File: src/rtl/pc_fetch_unit.sv
// Program counter and instruction-fetch sequencer for the single-issue WISC core.
// Fetches over a req/ready handshake, presents the word to decode and counts retirements.
module pc_fetch_unit #(
  parameter int unsigned           ADDR_W   = 16,
  parameter int unsigned           DATA_W   = 16,
  parameter logic [ADDR_W-1:0]     RESET_PC = '0
) (
  input  logic              clk,
  input  logic              rst_n,
  input  logic [ADDR_W-1:0] next_pc,
  input  logic              stall,
  input  logic              halt,
  output logic              imem_req,
  output logic [ADDR_W-1:0] imem_addr,
  input  logic [DATA_W-1:0] imem_rdata,
  input  logic              imem_ready,
  output logic [ADDR_W-1:0] pc,
  output logic [DATA_W-1:0] instr,
  output logic              instr_valid,
  output logic              halted,
  output logic [15:0]       retired
);

  typedef enum logic [1:0] {StIdle, StFetch, StValid, StHalted} state_e;

  state_e              state_q, state_d;
  logic [ADDR_W-1:0]   pc_q, pc_d;
  logic [DATA_W-1:0]   instr_q, instr_d;
  logic [15:0]         retired_q, retired_d;

  always_ff @(posedge clk or negedge rst_n) begin
    if (!rst_n) begin
      state_q   <= StIdle;
      pc_q      <= RESET_PC;
      instr_q   <= '0;
      retired_q <= '0;
    end else begin
      state_q   <= state_d;
      pc_q      <= pc_d;
      instr_q   <= instr_d;
      retired_q <= retired_d;
    end
  end

  // next_pc, stall and halt are only looked at in StValid so X upstream cannot leak in.
  always_comb begin
    state_d   = state_q;
    pc_d      = pc_q;
    instr_d   = instr_q;
    retired_d = retired_q;
    unique case (state_q)
      StIdle: state_d = StFetch;
      StFetch: begin
        if (imem_ready) begin
          instr_d = imem_rdata;
          state_d = StValid;
        end
      end
      StValid: begin
        if (!stall) begin
          retired_d = retired_q + 16'd1;
          if (halt) begin
            state_d = StHalted;
          end else begin
            pc_d    = next_pc;
            state_d = StFetch;
          end
        end
      end
      StHalted: state_d = StHalted;
      default:  state_d = StIdle;
    endcase
  end

  // Outputs decode straight from state so reset forces them without a clock edge.
  assign imem_req    = (state_q == StFetch);
  assign instr_valid = (state_q == StValid);
  assign halted      = (state_q == StHalted);
  assign imem_addr   = pc_q;
  assign pc          = pc_q;
  assign instr       = instr_q;
  assign retired     = retired_q;

endmodule
File: config.mk
export PLATFORM = sky130hd
export DESIGN_NAME = pc_fetch_unit
export DESIGN_NICKNAME = d
export VERILOG_FILES = /design/src/rtl/pc_fetch_unit.sv
export SDC_FILE = /design/constraint.sdc
export NUM_CORES = 1
export LEC_CHECK = 0
export ABC_AREA = 1
export CAP_MARGIN = 10
export CORE_ASPECT_RATIO = 1.4
export CORE_UTILIZATION = 40
export DETAILED_ROUTE_END_ITERATION = 10
export PLACE_DENSITY = 0.77
export SYNTH_ARGS = -nofsm -noshare
export SYNTH_HDL_FRONTEND = slang
export SYNTH_SLANG_ARGS = --single-unit
File: constraint.sdc
create_clock -name clk -period 3.1 [get_ports clk]
set_input_delay 0.775 -clock clk [delete_from_list [all_inputs] [get_ports clk]]
set_output_delay 0.775 -clock clk [all_outputs]
set_load 0.1 [all_outputs]
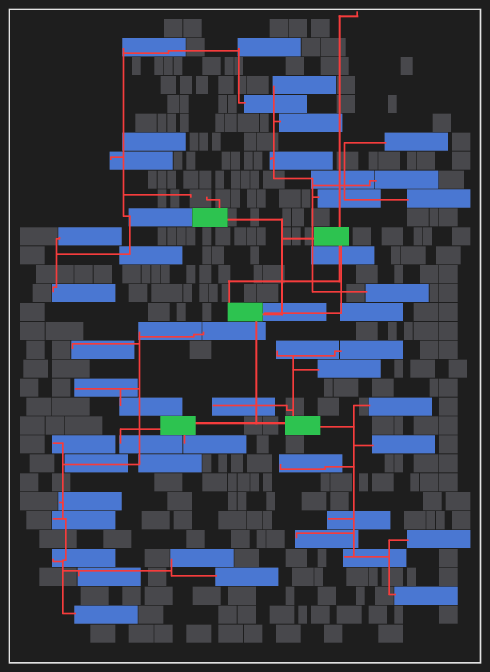
run_1/clock_wires.png
red -> clock wires  # length 576 um
green -> clock-net drivers  # count 5
blue -> flip-flops  # count 50
routed clock nets = 6
Clock group: 0.000385 W
Clock Skews: 8.45 ps

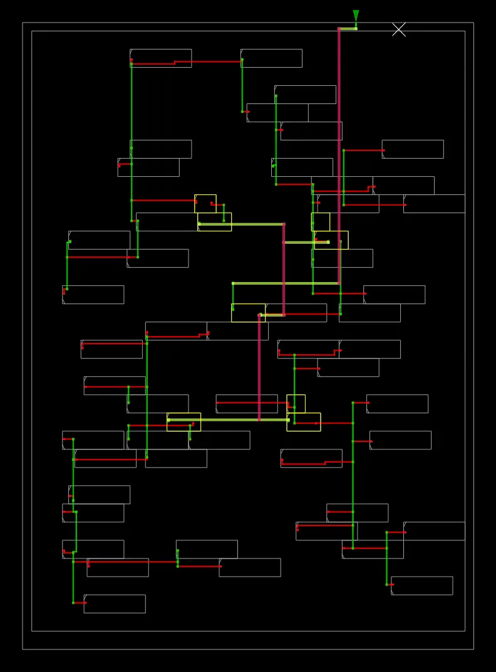
run_1/clock_nets.png
cts bufs inserted: 5
Clock buffer cells: 5

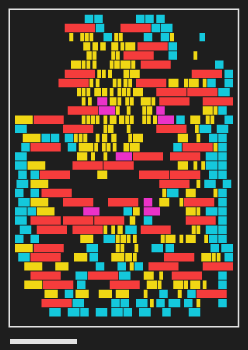
run_1/class_map.png
The bar under the picture is 20 um long.
magenta -> clock drivers and dummy loads  # cells 8, share of their area 2.9%
red -> registers  # cells 50, share of their area 39%
yellow -> remaining logic cells  # cells 171, share of their area 31%
cyan -> remaining buffers and delay cells  # cells 106, share of their area 27%

==> CHANGELOG.md, run 1 <==
### Implementation results

* Residual DRC at 2
* CP bufs+invs at 1
* Hold_buf cts at 0
* Clk sink count at roughly 50
* Failing checks: design-rule violations
* Pre-CTS setup slack at slightly below 800 ps
* Worst Setup EP: imem_req
* Post_cts resized at 0
* # rows at 33
* Pwr top: combinational logic
* Syn_area_per_cell at a little under 10 sq um
* Switching pwr at between 0.002 and 0.0025 W
* Clk ins delay skew pair at 300 ps
* Comb pwr at approximately 0.0023 W
* Leakage at around 1.7 nW
* Seq power at around 0.00093 W
* Count of library flops with an enable pin at 0
* Post-Syn Nets at 281
* Top cell area share at 52.0%
* Setup TNS at 0 ps
* Crit share post-route at between 60 and 70%
* Chip Area at around 0.0063 sq mm
* R2r setup slk at about 1600 ps
* Hold crit path type: input port to asynchronous set/reset pin
* Combinational share of power at roughly 64%
* Startpoint Class: register
* Synth Flop Type: dfrtp_1
* Die height at about 94 um
* Period minus WS final at slightly above 2000 ps
* Top cell excl fill/tap: buf_4
* Final core occ at a little under three fifths
* Status: finished, violations left
* Ant diodes at 0
* Mapped Cells at roughly 240
* Pwr Total at between 0.003 and 0.004 W
* Aoi share at under 10%
* Most common cell in the netlist: nand2_1
* Crit Path Max Fanout at 5
* Post-synth cell types at 21
* Final Hold Vio Count at 0
==> run 1: area by class of cell <==
| cell class | instances | area share, % |
|---|---|---|
| multi-input cells | 136 | 25.7 |
| inverters | 35 | 3.99 |
| clock buffers | 5 | 2.09 |
| clock inverters | 3 | 0.722 |
| repair buffers | 106 | 26.8 |
| flip-flops and latches | 50 | 38.0 |
| well taps | 70 | 2.66 |
==> run 1: flip-flops by register name, indices dropped and copies added (netlist names) <==
register and flops:
imem_addr 16, instr 16, retired 16, state_q 2
==> run 1: per-stage QoR <==
step	instance area [sq um]	std cells
2_1_floorplan	2400	243
3_3_place_gp	3200	397
3_5_place_dp	3200	397
4_1_cts	3290	405
5_1_grt	3290	405
6_report	3290	405
run_1/sizing.png
The bar under the picture is 20 um long.
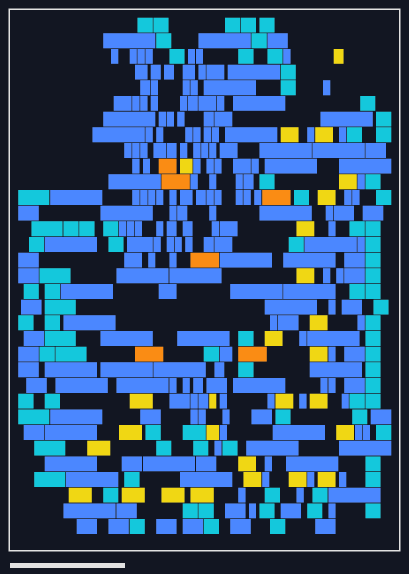

==> inputs of run 2 (changes only) <==
CORE_UTILIZATION = 38   (was 40)
PLACE_DENSITY = 0.76   (was 0.77)
clock period = 1.7 ns   (was 3.1 ns; I/O delays follow)
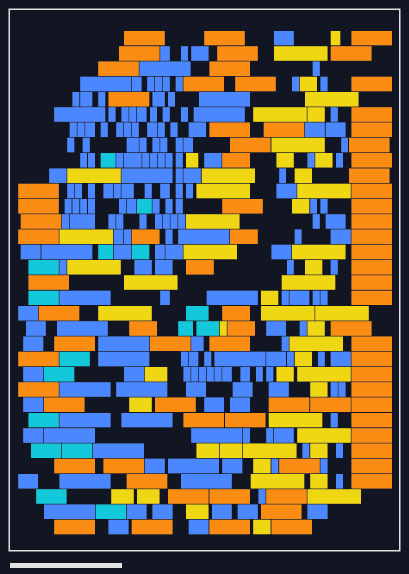
run_2/sizing.png
The bar under the picture is 20 um long.
orange -> x6 and larger  # cells 76, share 22%
cyan -> x3 and x4  # cells 16, share 4.7%
yellow -> x2  # cells 51, share 15%
blue -> x1 and smaller  # cells 195, share 58%

==> run 2 against run 1 <==
Against the previous run: the flow now finishes without violations; via count increased by 1.7%; utilization increased by 14 points; power increased by 120%; synthesized cell count unchanged; first-iteration DRC count decreased by 5.5%; critical path depth increased by 2; sequential power increased by 110%; sequential cell count unchanged; critical path type unchanged; highest routed layer unchanged.
==> CHANGELOG.md, run 2 <==
### Implementation results

* Status: complete, no violations
* Post-Syn Nets at approximately 280
* Hold_buf cts at 0
* Comb gates at 136
* Post-synth cell types at 21
* Clock buf/inv share at under 10%
* Pwr Total at between 0.007 and 0.008 W
* CP bufs+invs at 3
* Tapcells at 70
* Clk ins delay skew pair at between 200 and 300 ps
* Die height at a little under 100 um
* # rows at 33
* Top cell excl fill/tap: buf_12
* Buffering overhead at 41.8%
* Syn_area_per_cell at roughly 10 sq um
* Top cell category: non-clock buffers
* Inst Count DP at roughly 400
* Crit share post-route at a little over nine tenths
* Leakage at a little under 2 nW
* Ant diodes at 0
* Placed inst area at a little over 0.004 sq mm
* Pre-CTS setup slack at -32.8 ps
* Startpoint Class: register
* Top cell area share at between 50% and 60%
* Mapped Cells at between 200 and 250
* Crit Path Max Fanout at 4
* Clk sink count at roughly 50
* Flop share of the area at roughly 30%
* Registers at about 50
* Final core occ at between 70 and 80%
## run 2: cell counts after synthesis
Identical to the previous run, type by type.
## run 2: cells by family (layout without fill, tap and decap cells)
logic type	count (synthesis)	after routing	share of synthesized area, %
mux	16	16	8.90
flops	50	50	52.0
xor+xnor	10	10	3.64
compound gates	18	18	6.24
buf+inv	57	152	12.7
fa+ha+maj	1	1	0.520
simple gates	91	91	15.9
## run 2: power breakdown
part / internal, W / leakage [nW] / switching [W]
clock network: 0.000373 / 0.0544 / 0.000379
registers: 0.00151 / 0.597 / 0.000438
logic: 0.00186 / 1.33 / 0.00337
## run 2: metal layers
layer,up-vias,global-route usage (%),wire length (um)
met4,0,4.25,40
met5,-,0,0
li1,917,-,-
met3,2,2.72,253
met1,888,19.6,2100
met2,87,33.3,3010
Power and IR drop assume default switching activity.
